Figure 1. Clock network drawn from the DEF (run 1).
The bar under the picture is 50 microns long.
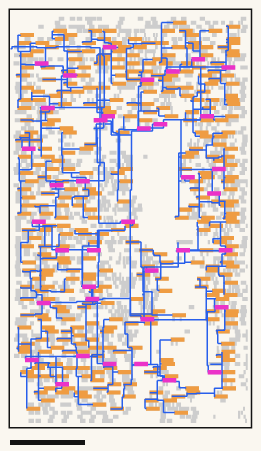
Figure 2. Sequential cells coloured by netlist name (run 1).
The bar under the picture is 50 microns long.
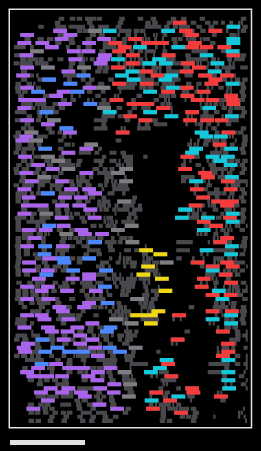
Figure 3. Layout detail (run 1).
Region (106, 55) to (136, 85) microns. Cells in grey, sequential cells in the stronger grey; small squares are vias.
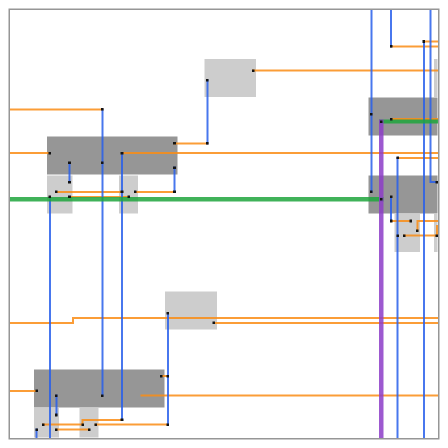
Figure 4. Cells by drive strength (run 1).
The bar under the picture is 50 microns long.
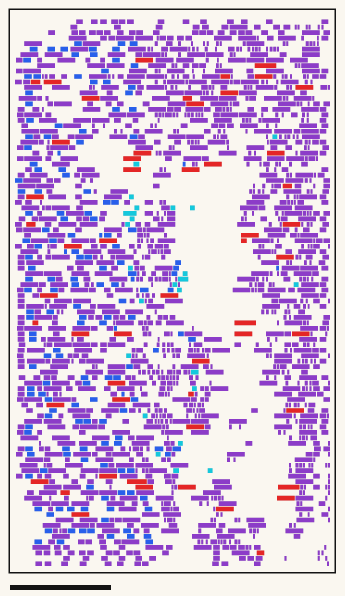
[src/rtl/md5_host_sequencer.sv]
// Host-side sequencer for the MD5 cracker: streams the configuration words,
// polls the match flag, reads back the result and reports it.
module md5_host_sequencer #(
    parameter int STROBE_CYCLES = 2,
    parameter int GAP_CYCLES    = 2,
    parameter int POLL_INTERVAL = 1024,
    parameter int MAX_POLLS     = 0
) (
    input  logic         clk,
    input  logic         reset2,
    input  logic         start,
    input  logic         abort,
    input  logic [127:0] target,
    input  logic [7:0]   range_min,
    input  logic [7:0]   range_max,
    output logic [31:0]  cmd_data,
    output logic         cmd_strobe,
    input  logic [31:0]  resp_data,
    input  logic         matched,
    output logic         busy,
    output logic         done,
    output logic         found,
    output logic         timed_out,
    output logic [127:0] found_text,
    output logic [63:0]  attempts
);

    localparam int WORD_CYCLES = 1 + STROBE_CYCLES + GAP_CYCLES;
    localparam int CYC_W       = $clog2(WORD_CYCLES);
    localparam int WAIT_W      = (POLL_INTERVAL > 1) ? $clog2(POLL_INTERVAL) : 1;
    localparam logic [CYC_W-1:0]  LAST_CYC  = CYC_W'(WORD_CYCLES - 1);
    localparam logic [WAIT_W-1:0] LAST_WAIT = WAIT_W'(POLL_INTERVAL - 1);

    typedef enum logic [2:0] {
        IDLE, CFG, RUN_WAIT, RUN_CHECK, READ, FIN, ABORT
    } state_t;

    state_t              state;
    logic [CYC_W-1:0]    cyc;
    logic [3:0]          word_idx;
    logic [WAIT_W-1:0]   wait_cnt;
    logic [31:0]         poll_cnt;
    logic                abort_pend;
    logic [127:0]        tgt_q;
    logic [7:0]          min_q;
    logic [7:0]          max_q;

    logic word_state;
    logic word_last;
    logic abort_window;
    logic abort_req;

    assign word_state   = (state == CFG) || (state == READ) || (state == ABORT);
    assign word_last    = word_state && (cyc == LAST_CYC);
    assign abort_window = (state == CFG) || (state == RUN_WAIT) ||
                          (state == RUN_CHECK) || (state == READ);
    assign abort_req    = abort | abort_pend;

    function automatic logic [31:0] cfg_word(input logic [3:0] idx, input logic [127:0] t,
                                             input logic [7:0] mn, input logic [7:0] mx);
        case (idx)
            4'd0:    cfg_word = 32'h5230_0000;
            4'd1:    cfg_word = 32'h5230_1000;
            4'd2:    cfg_word = t[31:0];
            4'd3:    cfg_word = 32'h5230_1001;
            4'd4:    cfg_word = t[63:32];
            4'd5:    cfg_word = 32'h5230_1002;
            4'd6:    cfg_word = t[95:64];
            4'd7:    cfg_word = 32'h5230_1003;
            4'd8:    cfg_word = t[127:96];
            4'd9:    cfg_word = 32'h5230_2000;
            4'd10:   cfg_word = {16'h0, mx, mn};
            default: cfg_word = 32'h5230_0001;
        endcase
    endfunction

    function automatic logic [31:0] read_word(input logic [3:0] idx);
        case (idx)
            4'd0:    read_word = 32'h4400_0001;
            4'd1:    read_word = 32'h4400_0002;
            4'd2:    read_word = 32'h4400_0003;
            4'd3:    read_word = 32'h5230_3000;
            default: read_word = 32'h5230_3001;
        endcase
    endfunction

    // Word timing is a cycle counter per word: 0 is SETUP, then strobe, then gap.
    // Aborts are only acted on at word boundaries so a strobe is never cut short.
    always_ff @(posedge clk or posedge reset2) begin
        if (reset2) begin
            state      <= IDLE;
            cyc        <= '0;
            word_idx   <= '0;
            wait_cnt   <= '0;
            poll_cnt   <= '0;
            abort_pend <= 1'b0;
            tgt_q      <= '0;
            min_q      <= '0;
            max_q      <= '0;
            cmd_data   <= '0;
            cmd_strobe <= 1'b0;
            busy       <= 1'b0;
            done       <= 1'b0;
            found      <= 1'b0;
            timed_out  <= 1'b0;
            found_text <= '0;
            attempts   <= '0;
        end else begin
            done <= 1'b0;
            if (word_state && !word_last) begin
                cyc        <= cyc + CYC_W'(1);
                cmd_strobe <= (int'(cyc) + 1 <= STROBE_CYCLES);
            end
            if (abort && abort_window) begin
                abort_pend <= 1'b1;
            end

            case (state)
                IDLE: begin
                    if (start && !abort) begin
                        tgt_q      <= target;
                        min_q      <= range_min;
                        max_q      <= range_max;
                        found      <= 1'b0;
                        timed_out  <= 1'b0;
                        found_text <= '0;
                        attempts   <= '0;
                        poll_cnt   <= '0;
                        abort_pend <= 1'b0;
                        word_idx   <= '0;
                        cyc        <= '0;
                        cmd_data   <= cfg_word(4'd0, target, range_min, range_max);
                        busy       <= 1'b1;
                        state      <= CFG;
                    end
                end

                CFG: begin
                    if (word_last) begin
                        if (abort_req) begin
                            state      <= ABORT;
                            cyc        <= '0;
                            cmd_data   <= 32'h5230_0000;
                            found      <= 1'b0;
                            timed_out  <= 1'b0;
                            abort_pend <= 1'b0;
                        end else if (word_idx == 4'd11) begin
                            wait_cnt <= '0;
                            state    <= RUN_WAIT;
                        end else begin
                            word_idx <= word_idx + 4'd1;
                            cyc      <= '0;
                            cmd_data <= cfg_word(word_idx + 4'd1, tgt_q, min_q, max_q);
                        end
                    end
                end

                RUN_WAIT: begin
                    if (abort_req) begin
                        state      <= ABORT;
                        cyc        <= '0;
                        cmd_data   <= 32'h5230_0000;
                        found      <= 1'b0;
                        timed_out  <= 1'b0;
                        abort_pend <= 1'b0;
                    end else if (wait_cnt == LAST_WAIT) begin
                        state <= RUN_CHECK;
                    end else begin
                        wait_cnt <= wait_cnt + WAIT_W'(1);
                    end
                end

                // The only place matched is looked at; the poll counter saturates.
                RUN_CHECK: begin
                    if (abort_req) begin
                        state      <= ABORT;
                        cyc        <= '0;
                        cmd_data   <= 32'h5230_0000;
                        found      <= 1'b0;
                        timed_out  <= 1'b0;
                        abort_pend <= 1'b0;
                    end else if (matched) begin
                        found    <= 1'b1;
                        word_idx <= '0;
                        cyc      <= '0;
                        cmd_data <= read_word(4'd0);
                        state    <= READ;
                    end else begin
                        if (poll_cnt != 32'hFFFF_FFFF) begin
                            poll_cnt <= poll_cnt + 32'd1;
                        end
                        if (MAX_POLLS != 0 && poll_cnt + 32'd1 == 32'(MAX_POLLS)) begin
                            timed_out <= 1'b1;
                            word_idx  <= '0;
                            cyc       <= '0;
                            cmd_data  <= read_word(4'd0);
                            state     <= READ;
                        end else begin
                            wait_cnt <= '0;
                            state    <= RUN_WAIT;
                        end
                    end
                end

                READ: begin
                    if (word_last) begin
                        case (word_idx)
                            4'd0:    found_text[31:0]  <= resp_data;
                            4'd1:    found_text[63:32] <= resp_data;
                            4'd2:    found_text[95:64] <= resp_data;
                            4'd3:    attempts[31:0]    <= resp_data;
                            default: attempts[63:32]   <= resp_data;
                        endcase
                        if (abort_req) begin
                            state      <= ABORT;
                            cyc        <= '0;
                            cmd_data   <= 32'h5230_0000;
                            found      <= 1'b0;
                            timed_out  <= 1'b0;
                            abort_pend <= 1'b0;
                        end else if (word_idx == 4'd4) begin
                            done  <= 1'b1;
                            state <= FIN;
                        end else begin
                            word_idx <= word_idx + 4'd1;
                            cyc      <= '0;
                            cmd_data <= read_word(word_idx + 4'd1);
                        end
                    end
                end

                ABORT: begin
                    if (word_last) begin
                        done  <= 1'b1;
                        state <= FIN;
                    end
                end

                FIN: begin
                    busy  <= 1'b0;
                    state <= IDLE;
                end

                default: begin
                    busy  <= 1'b0;
                    state <= IDLE;
                end
            endcase
        end
    end

endmodule

[config.mk]
export PLATFORM = sky130hd
export DESIGN_NAME = md5_host_sequencer
export DESIGN_NICKNAME = d
export VERILOG_FILES = /design/src/rtl/md5_host_sequencer.sv
export SDC_FILE = /design/constraint.sdc
export NUM_CORES = 1
export LEC_CHECK = 0
export CORE_ASPECT_RATIO = 1.75
export CORE_MARGIN = 2
export CORE_UTILIZATION = 35
export DETAILED_ROUTE_END_ITERATION = 8
export HOLD_SLACK_MARGIN = 0.05
export PLACE_DENSITY = 0.58
export SLEW_MARGIN = 20
export SYNTH_ARGS = -nofsm -noshare
export SYNTH_HDL_FRONTEND = slang
export SYNTH_SLANG_ARGS = --single-unit
[constraint.sdc]
create_clock -name clk -period 15.5 [get_ports clk]
set_input_delay 3.875 -clock clk [delete_from_list [all_inputs] [get_ports clk]]
set_output_delay 3.875 -clock clk [all_outputs]
set_load 0.1 [all_outputs]
==> results.ini, run 1 <==
[status]
outcome=completed

[flow_run]
cap_violations=0

[synth]
ys_sh_adder=0.00743
mux_share=0.110
ys_cells=1342
flop_cell=dfrtp_1
synthesis.area_sq_um=15100
synthArstFlopShare=1.00
ys_top_logic_family=AND-OR/OR-AND gates
top_area_cell=dfrtp_1
edf_count=0
ys_sh_aoi=0.136
yosys_area_sq_um=15100
syn_inst=1342
common_cells=dfrtp_1, nand2_1, o21ai_0
topCellsByArea=dfrtp_1, mux2_2, nand2_1

[finish]
final_cell_mix=clkdlybuf4s50_1, dfrtp_1, nand2_1
flop_area_sq_um=9030
logic_area_sq_um=5650
n_clock_buffer=52
inverters=10
num-multi-input-gates=882
largest_cell_class=registers

[clocking]
worstSkewPairLatency_ns=0.54
cts_sinks=361
cts_buffers=38
clkTransAtPathRegs_ns=0.06

[floorplanning]
fp-row-count=100

[min_path]
whs_endpoint=attempts[13]

[sta]
post-route-min-period_ns=6.49
worst_pin_slew_ns=1.13
finalClockSkew_ns=0.0186
fin_ws_ns=9.01

[setup_path]
crit_type=in -> reg
worst_ep_required_time_ns=15.92
cp.arrival_ns=6.90
crit_path_top_delay_cell=buf_4
cp_top_family=buffers and inverters
crit_start=abort
crit_fanout=83
rrSetupSlack_ns=12.16

[place]
dp_slack_ns=8.48
numPortBuffers=376
gp_congestion=0.826

[global_route]
met2_usage=0.365
met1_usage=0.209

[routing]
vias_per_cell=5.00
wl_met1_microns=16000
wl_per_cell_microns=19.6

About Figure 1:
legend:
  magenta:
    item: clock-net drivers
    count: 38
  orange:
    item: flip-flops
    count: 361
  blue:
    item: clock wires
    length: 4890 microns
routed clock nets: 39

About Figure 2:
legend:
  purple:
    signal: tgt_q
    flops: 128
  red:
    signal: found_text
    flops: 96
  blue:
    signal: cmd_data
    flops: 32
  yellow:
    signal: wait_cnt
    flops: 10
  cyan:
    signal: attempts
    flops: 64
not coloured: 31

About Figure 3:
legend:
  orange:
    layer: M1
  green:
    layer: M3
  blue:
    layer: M2
  purple:
    layer: M4
sequential cells in the window: 4
netlist names of flops here include: found_text (3), attempts (1)
most frequent: dfrtp_1 (4), o21ai_0 (3)
cells with their middle in the window: 11

About Figure 4:
legend:
  cyan:
    size: x3 and x4
    cells: 24
  purple:
    size: x1 and smaller
    cells: 1473
  red:
    size: x6 and larger
    cells: 53
  blue:
    size: x2
    cells: 166
Non-clk bufs: 395
synthesis-to-finish area growth: 36.2%
post-route design area: 20600 sq um

--- run 2 (diff from run 1) ---
==> constraint.sdc (replaced) <==
create_clock -name clk -period 6.3 [get_ports clk]
set_input_delay 1.575 -clock clk [delete_from_list [all_inputs] [get_ports clk]]
set_output_delay 1.575 -clock clk [all_outputs]
set_load 0.1 [all_outputs]
Figure 5. Layout detail (run 2).
Region (106, 55) to (136, 85) microns. Cells in grey, sequential cells in the stronger grey; small squares are vias.
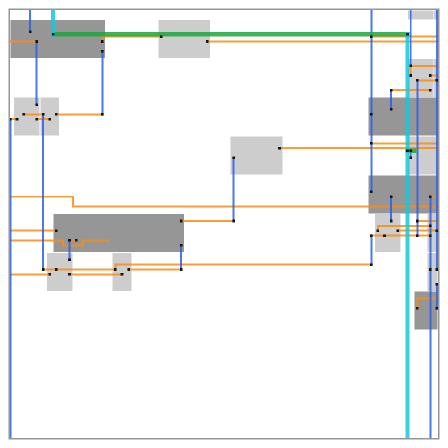
legend:
  cyan:
    layer: M4
  blue:
    layer: M2
  green:
    layer: M3
  orange:
    layer: M1
most frequent: o21ai_0 (4), dfrtp_1 (4), nand2_1 (3)
cells with their middle in the window: 13
netlist names of flops here include: found_text (4)
sequential cells in the window: 4

==> run 2 against run 1 <==
Net effect:
- utilization barely moved
- synthesized cell count did not move
- die size did not move
- critical path type unchanged
- critical endpoint is now cmd_data[25]
==> results.ini, run 2 <==
[status]
outcome=completed

[floorplanning]
fp-row-count=100
n_tap_cell=561

[setup_path]
rrSetupSlack_ns=3.12
cp.arrival_ns=4.23
crit_path_top_delay_cell=nor4_1
cp_top_family=simple AND/OR/NAND/NOR gates
crit_top_cell=a21oi_1
crit_fanout=31
crit_start=abort
crit_type=in -> reg
worst_ep_required_time_ns=6.68

[synth]
ys_seq_share=0.596
edf_count=0
flop_cell=dfrtp_1
yosys_area_sq_um=15100
synthesis.area_sq_um=15100
ys_top_logic_family=AND-OR/OR-AND gates
mux_share=0.110
syn_inst=1342
common_cells=dfrtp_1, nand2_1, o21ai_0
topCellsByArea=dfrtp_1, mux2_2, nand2_1
ys_cells=1342
ys_sh_aoi=0.136

[global_route]
grt_usage=0.198
met1_usage=0.207
grt-ovfl-total=0
met2_usage=0.378

[routing]
wl_met1_microns=16100
wl_per_cell_microns=19.8
vias_per_cell=5.00

[sta]
finalClockSkew_ns=0.0247
fmax_mhz=260
fin_ws_ns=2.45
post-route-min-period_ns=3.85
worst_pin_slew_ns=1.10

[clocking]
clkTransAtPathRegs_ns=0.06
worstSkewPairLatency_ns=0.54
cts_sinks=361
cts_buffers=36
post_cts_buffers=0

[finish]
top_register=tgt_q
num-multi-input-gates=882
n_clock_buffer=52
syn2layout_area_growth_pct=36.2
logic_area_sq_um=5640
final_cell_mix=clkdlybuf4s50_1, dfrtp_1, nand2_1
inverters=10
largest_cell_class=registers
signal_buffers=394

[place]
numPortBuffers=376
gp_congestion=0.785
dp_slack_ns=1.91

[min_path]
whs_endpoint=found_text[77]

[flow_run]
cap_violations=0

Figure 6. Sequential cells coloured by netlist name (run 2).
The bar under the picture is 50 microns long.
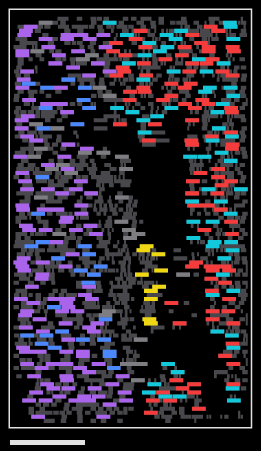
legend:
  blue:
    signal: cmd_data
    flops: 32
  red:
    signal: found_text
    flops: 96
  yellow:
    signal: wait_cnt
    flops: 10
  purple:
    signal: tgt_q
    flops: 128
  cyan:
    signal: attempts
    flops: 64
not coloured: 31
final core occ: 0.483
register area: 9030 sq um
sequential cell area share: 0.438

